### config.mk
export PLATFORM = sky130hd
export DESIGN_NAME = hdlc_line_monitor
export DESIGN_NICKNAME = d
export VERILOG_FILES = /design/src/rtl/hdlc_line_monitor.sv
export SDC_FILE = /design/constraint.sdc
export NUM_CORES = 1
export LEC_CHECK = 0
export ABC_AREA = 1
export CORE_MARGIN = 10
export CORE_UTILIZATION = 45
export CTS_BUF_LIST = sky130_fd_sc_hd__clkbuf_4 sky130_fd_sc_hd__clkbuf_8
export CTS_CLUSTER_DIAMETER = 80
export DETAILED_ROUTE_END_ITERATION = 16
export GPL_ROUTABILITY_DRIVEN = 0
export PLACE_DENSITY = 0.69
export SLEW_MARGIN = 25
export SYNTH_ARGS = -nofsm -noshare
export SYNTH_HDL_FRONTEND = slang
export SYNTH_SLANG_ARGS = --single-unit
### constraint.sdc
create_clock -name clk_i -period 3.3 [get_ports clk_i]
set_input_delay 0.495 -clock clk_i [delete_from_list [all_inputs] [get_ports clk_i]]
set_output_delay 0.495 -clock clk_i [all_outputs]
set_load 0.05 [all_outputs]
### src/rtl/hdlc_line_monitor.sv
// HDLC line monitor: flag/abort/idle detection, zero destuffing and frame length
// measurement with start-window, length and alignment checks plus statistics.
module hdlc_line_monitor #(
  parameter int unsigned CNT_W     = 16,
  parameter int unsigned MIN_BITS  = 32,
  parameter int unsigned MAX_BITS  = 4096,
  parameter int unsigned START_WIN = 2,
  parameter int unsigned IDLE_ONES = 15
) (
  input  logic             clk_i,
  input  logic             rstn_i,
  input  logic             bit_en_i,
  input  logic             line_i,
  input  logic             frame_i,
  input  logic             abort_i,
  input  logic             clr_i,
  output logic             flag_o,
  output logic             abort_o,
  output logic             idle_o,
  output logic             in_frame_o,
  output logic             frame_end_o,
  output logic [CNT_W-1:0] frame_len_o,
  output logic [CNT_W-1:0] frame_cnt_o,
  output logic [CNT_W-1:0] abort_cnt_o,
  output logic             err_o,
  output logic [3:0]       err_code_o
);

  localparam int unsigned OW = $clog2(IDLE_ONES + 1);
  localparam int unsigned WW = $clog2(START_WIN + 1);
  localparam int unsigned LW = CNT_W + 1;

  localparam logic [OW-1:0] ONES_SAT = OW'(IDLE_ONES);
  localparam logic [OW-1:0] ONES_5   = OW'(5);
  localparam logic [OW-1:0] ONES_6   = OW'(6);
  localparam logic [OW-1:0] ONES_7   = OW'(7);

  typedef enum logic [1:0] {HUNT, FLAG, DATA} state_t;

  state_t           state, state_n;
  logic [OW-1:0]    ones_run, ones_n;
  logic             zero_pend, zp_n;
  logic [LW-1:0]    cnt, cnt_n, add, sum;
  logic             frame_q, armed, arm_n, rise;
  logic [WW-1:0]    win, win_n;
  logic             flag_det, abort_det, fend, abort_in_frame;
  logic [3:0]       err_new;
  logic [CNT_W-1:0] len_n;

  always_comb begin
    state_n        = state;
    ones_n         = ones_run;
    zp_n           = zero_pend;
    cnt_n          = cnt;
    arm_n          = armed;
    win_n          = win;
    len_n          = frame_len_o;
    add            = '0;
    flag_det       = 1'b0;
    abort_det      = 1'b0;
    fend           = 1'b0;
    abort_in_frame = 1'b0;
    err_new        = '0;

    // A 0 bit commits the pending zero and the ones before it; the zero just
    // received stays pending because it may turn out to be a flag's leading 0.
    if (bit_en_i) begin
      if (line_i) begin
        if (ones_run != ONES_SAT) ones_n = ones_run + 1'b1;
        abort_det = (ones_run == ONES_6);
      end else begin
        ones_n = '0;
        if (ones_run == ONES_5) begin
          add  = LW'(zero_pend) + LW'(5);
          zp_n = 1'b0;
        end else if (ones_run == ONES_6) begin
          flag_det = 1'b1;
          zp_n     = 1'b0;
        end else if (ones_run >= ONES_7) begin
          zp_n = 1'b0;
        end else begin
          add  = LW'(zero_pend) + LW'(ones_run);
          zp_n = 1'b1;
        end
      end
    end

    sum = cnt + add;

    if (bit_en_i) begin
      case (state)
        HUNT: begin
          if (flag_det) begin
            state_n = FLAG;
            cnt_n   = '0;
          end
        end
        FLAG: begin
          if (abort_det) begin
            state_n = HUNT;
            cnt_n   = '0;
          end else if (flag_det) begin
            cnt_n = '0;
          end else if (sum != '0) begin
            state_n = DATA;
            cnt_n   = sum;
          end
        end
        DATA: begin
          if (abort_det) begin
            state_n        = HUNT;
            cnt_n          = '0;
            abort_in_frame = 1'b1;
          end else if (flag_det) begin
            state_n    = FLAG;
            cnt_n      = '0;
            fend       = 1'b1;
            len_n      = cnt[CNT_W-1:0];
            err_new[1] = (cnt < LW'(MIN_BITS));
            err_new[3] = (cnt[2:0] != 3'd0);
          end else if (sum > LW'(MAX_BITS)) begin
            state_n    = HUNT;
            cnt_n      = '0;
            err_new[2] = 1'b1;
          end else begin
            cnt_n = sum;
          end
        end
        default: begin
          state_n = HUNT;
          cnt_n   = '0;
        end
      endcase
    end

    rise = frame_i & ~frame_q & ~abort_i;
    if (rise) begin
      arm_n = 1'b1;
      win_n = WW'(START_WIN);
    end else if (armed) begin
      if (abort_i) begin
        arm_n = 1'b0;
      end else if (bit_en_i) begin
        if (flag_det) begin
          arm_n = 1'b0;
        end else if (win == WW'(1)) begin
          arm_n      = 1'b0;
          err_new[0] = 1'b1;
        end else begin
          win_n = win - 1'b1;
        end
      end
    end
  end

  always_ff @(posedge clk_i or negedge rstn_i) begin
    if (!rstn_i) begin
      state       <= HUNT;
      ones_run    <= '0;
      zero_pend   <= 1'b0;
      cnt         <= '0;
      frame_q     <= 1'b0;
      armed       <= 1'b0;
      win         <= '0;
      flag_o      <= 1'b0;
      abort_o     <= 1'b0;
      frame_end_o <= 1'b0;
      frame_len_o <= '0;
      frame_cnt_o <= '0;
      abort_cnt_o <= '0;
      err_code_o  <= '0;
    end else begin
      state       <= state_n;
      ones_run    <= ones_n;
      zero_pend   <= zp_n;
      cnt         <= cnt_n;
      frame_q     <= frame_i;
      armed       <= arm_n;
      win         <= win_n;
      flag_o      <= flag_det;
      abort_o     <= abort_det;
      frame_end_o <= fend;
      frame_len_o <= len_n;
      if (clr_i) begin
        frame_cnt_o <= '0;
        abort_cnt_o <= '0;
        err_code_o  <= '0;
      end else begin
        if (fend && frame_cnt_o != '1) frame_cnt_o <= frame_cnt_o + 1'b1;
        if (abort_in_frame && abort_cnt_o != '1) abort_cnt_o <= abort_cnt_o + 1'b1;
        err_code_o <= err_code_o | err_new;
      end
    end
  end

  assign idle_o     = (ones_run == ONES_SAT);
  assign in_frame_o = (state == DATA);
  assign err_o      = |err_code_o;

endmodule

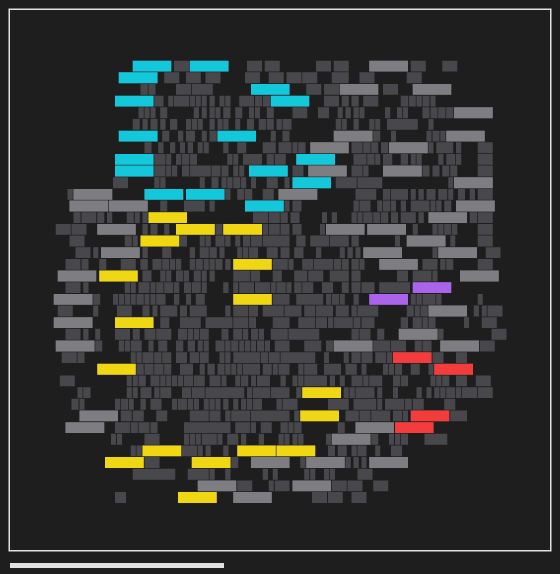
(images/registers.png)
Bar = 50 µm. Other sequential cells in the stronger grey, the rest of the logic in the fainter grey.
[cyan] abort_cnt_o | flops: 16
[purple] win | flops: 2
[yellow] cnt | flops: 17
[red] ones_run | flops: 4
not coloured: 44
Post-Route Utilization: 60.38%
Reg area: 2077 µm²

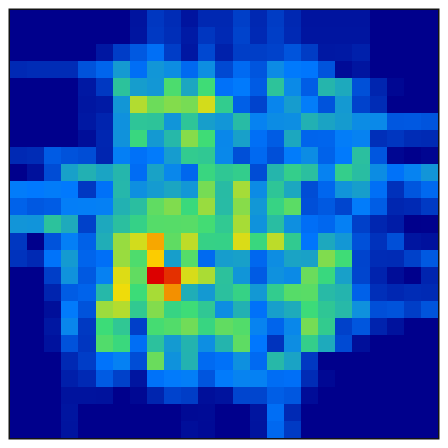
(images/wire_density.png)
25 x 25 tiles, from dark blue (low) to red (high), scaled to the fullest tile. Values are wire area over tile area, all layers added.
mean over tiles: 0.14
densest ninth of the die: centre
fullest tile: 0.65
GR Util All Layers: 16.50%
Routed WL: 13.71 mm
wire length per cell: 14.85 µm

==> results.json <==
{
  "antenna_left": 0,
  "dr.first_iter.drc_count": 354,
  "worstHoldPathType": "input pin to asynchronous set/reset pin",
  "port_buffers": 64,
  "ioPinCount": 65,
  "hold_violations": 0,
  "max_cap_violations": 0,
  "clk_pin_slew_worst_paths_ps": 80,
  "reg2reg_depth": 22,
  "max-vdd-ir-drop_uv": 235.6,
  "core_um2": 10940,
  "leakage_uw": 0.003139,
  "hold_buffers": 0,
  "dp.cells": 901,
  "worst_setup_path_start_kind": "register",
  "h-tree-depth": 3,
  "synth_seq_share_pct": 41.10,
  "cp-end-kind": "register",
  "critical_path_arrival_ps": 3460,
  "layout_top_cells": "158 x nand2_1, 84 x inv_1, 83 x dfrtp_1",
  "row_count": 38,
  "antenna_cells": 0,
  "cp.required_ps": 3600,
  "cts.sinks": 83,
  "ctsRootBufferMaster": "clkbuf_8",
  "die_w_um": 126.0,
  "vias_per_cell": 5.273,
  "grt_max_degree": 48,
  "min_period_over_period_pct": 95.92,
  "seq_power_share_pct": 39.4,
  "clockPowerShare_pct": 26.7,
  "cts_inserted_buffers": 9,
  "post_cts_resized": 0,
  "synth_warnings": 0,
  "topCellsByArea": "dfrtp_1 41%, nand2_1 13%, inv_1 6.4%",
  "post_cts_buffers": 1,
  "clk_path_buf_depth": 2,
  "nFillCells": 1002,
  "ys_chip_area_um2": 5054,
  "setup_viol": 0,
  "numSynthFlops": 83,
  "area_growth_pct": 30.65,
  "synth.distinct_cells": 41,
  "ys_top_logic_family": "simple AND/OR/NAND/NOR gates",
  "criticalPathCategory": "register to register",
  "finalMaxSlewViolations": 0,
  "clk_latency_ps": 370,
  "worstMarginPinSlew_ps": 783.3,
  "mux_area_share_pct": 0,
  "layout_top_cell": "nand2_1",
  "drive_gt1_share_pct": 20.69,
  "antenna_found_initial": 0,
  "xor_share_pct": 1.040,
  "max_freq_ghz": 0.3159,
  "switching_share_pct": 35.63,
  "setup_tns_ps": 0,
  "drc": 0,
  "tool_warnings": 31,
  "netlist_area_um2": 5054,
  "status": "completed",
  "yosys.area_share.adder_pct": 4.605,
  "initial_core_util_pct": 46.21,
  "hold_ws_ps": 90.75,
  "synthCells": 669,
  "skew_ps": 11.23,
  "fin_nets": 804,
  "grt-ovfl-total": 0,
  "synthSimpleGateAreaFrac_pct": 34.02,
  "worstPathMaxFanout": 6,
  "grt_pass1_vias": 4674,
  "firstDrtPassIters": 6,
  "die_h_um": 126.0,
  "synth.avg_cell_area_um2": 7.554,
  "synthAoiAreaFrac_pct": 10.57,
  "fin_crit_ps": 3165,
  "power.density_nw_per_um2": 427.3,
  "power_switching_uw": 1005,
  "syn_nets": 694,
  "synth.largest_area_cell": "dfrtp_1",
  "dp_hpwl_mm": 10.03,
  "vias": 4867,
  "p_int_uw": 1816,
  "grt_pass1_wl_mm": 22.27,
  "combGateArea_um2": 2735,
  "combPwrFrac_pct": 33.9,
  "yosysTopAreaCellShare_pct": 41.10,
  "cts_tree": "done",
  "instances_no_fill": 923,
  "yosys_cells": 669,
  "power_uw": 2821,
  "chip_area_um2": 15870,
  "slew_headroom_pct": 47.73
}
==> final cells by class <==
type                            instances  area share, %
Multi-Input combinational cell        479          41.43
Sequential cell                        83          31.46
Timing Repair Buffer                  112          16.05
Inverter                               94          5.439
Tap cell                              140          2.653
Clock buffer                           11          2.198
Clock inverter                          4         0.7770
==> path summary, 6_finish.rpt <==
kind | startpoint | slack (ps) | end
setup / recovery | ones_run[0]$_DFFE_PN0P_ | 130 | cnt[1]$_DFFE_PN0P_
hold / removal | rstn_i | 90 | cnt[9]$_DFFE_PN0P_
setup reg to reg | ones_run[0]$_DFFE_PN0P_ | 130 | cnt[1]$_DFFE_PN0P_
hold reg to reg | frame_len_o[2]$_DFFE_PN0P_ | 470 | frame_len_o[2]$_DFFE_PN0P_
max in group asynchronous | rstn_i | 2600 | abort_cnt_o[14]$_DFFE_PN0P_
min in group clk_i | frame_len_o[2]$_DFFE_PN0P_ | 470 | frame_len_o[2]$_DFFE_PN0P_
==> through the flow <==
stage / util, % / setup WS, ps / instance area, µm²
2_1_floorplan: - / 276.6 / 5054
3_3_place_gp: 55.80 / -165.9 / 6102
3_5_place_dp: 56.05 / -236.1 / 6130
4_1_cts: 57.92 / 8.745 / 6334
5_1_grt: 60.38 / -108.1 / 6603
6_report: 60.38 / 134.7 / 6603
==> routing by layer <==
layer  track usage, %  vias up  part of all wire (%)
met2            26.14      121                    48
met5                0        -                     0
li1                 -     2393                     -
met3            3.733       23                   4.8
met4            5.760        0                   1.7
met1            21.62     2330                    46
==> power by group through the flow <==
| stage | registers [µW] | logic [µW] | clock network (µW) |
|---|---|---|---|
| 6_report | 1110 | 957 | 752 |
| 5_1_grt | 1120 | 1050 | 825 |
| 4_1_cts | 1110 | 813 | 767 |
| 3_3_place_gp | 1130 | 781 | 0 |
| 3_5_place_dp | 1130 | 806 | 0 |
| 2_1_floorplan | 1120 | 550 | 0 |
==> state kept, by name (all words and copies together) (netlist names) <==
| name | cells |
|---|---|
| frame_q | 1 |
| zero_pend | 1 |
| cnt | 17 |
| frame_end_o | 1 |
| armed | 1 |
| state | 2 |
| flag_o | 1 |
| abort_o | 1 |
| err_code_o | 4 |
| frame_len_o | 16 |
| win | 2 |
| abort_cnt_o | 16 |
| ones_run | 4 |
| frame_cnt_o | 16 |
==> cell usage after synthesis, drive strengths merged <==
cell / instances
nand2: 186
inv: 93
dfrtp: 83
nand3: 72
nor2: 69
o21ai: 41
a21oi: 39
ha: 17
nand4: 13
nor3: 11
clkbuf: 7
buf: 6
nor4: 6
a211oi: 5
xor2: 5
a31oi: 3
o31ai: 3
a2111oi: 1
a32o: 1
and3: 1
clkinv: 1
conb: 1
fa: 1
nand3b: 1
o21bai: 1
o22ai: 1
xnor2: 1
==> critical path: stages (launching register included) <==
cell	delay, ps
dfrtp_1	410
buf_4	150
ha_2	180
ha_1	180
xor2_1	140
nand2_1	90
a21oi_2	210
ha_4	240
nand2_2	90
nand2_1	70
nand2_2	70
nand3_2	100
buf_4	160
nand2_1	50
nand2_1	60
nand2_2	130
nand3_2	120
nor2_4	120
nand3_2	120
nand2_4	120
buf_12	130
nand3_1	70
nand2_1	80
Power and IR drop assume default switching activity.
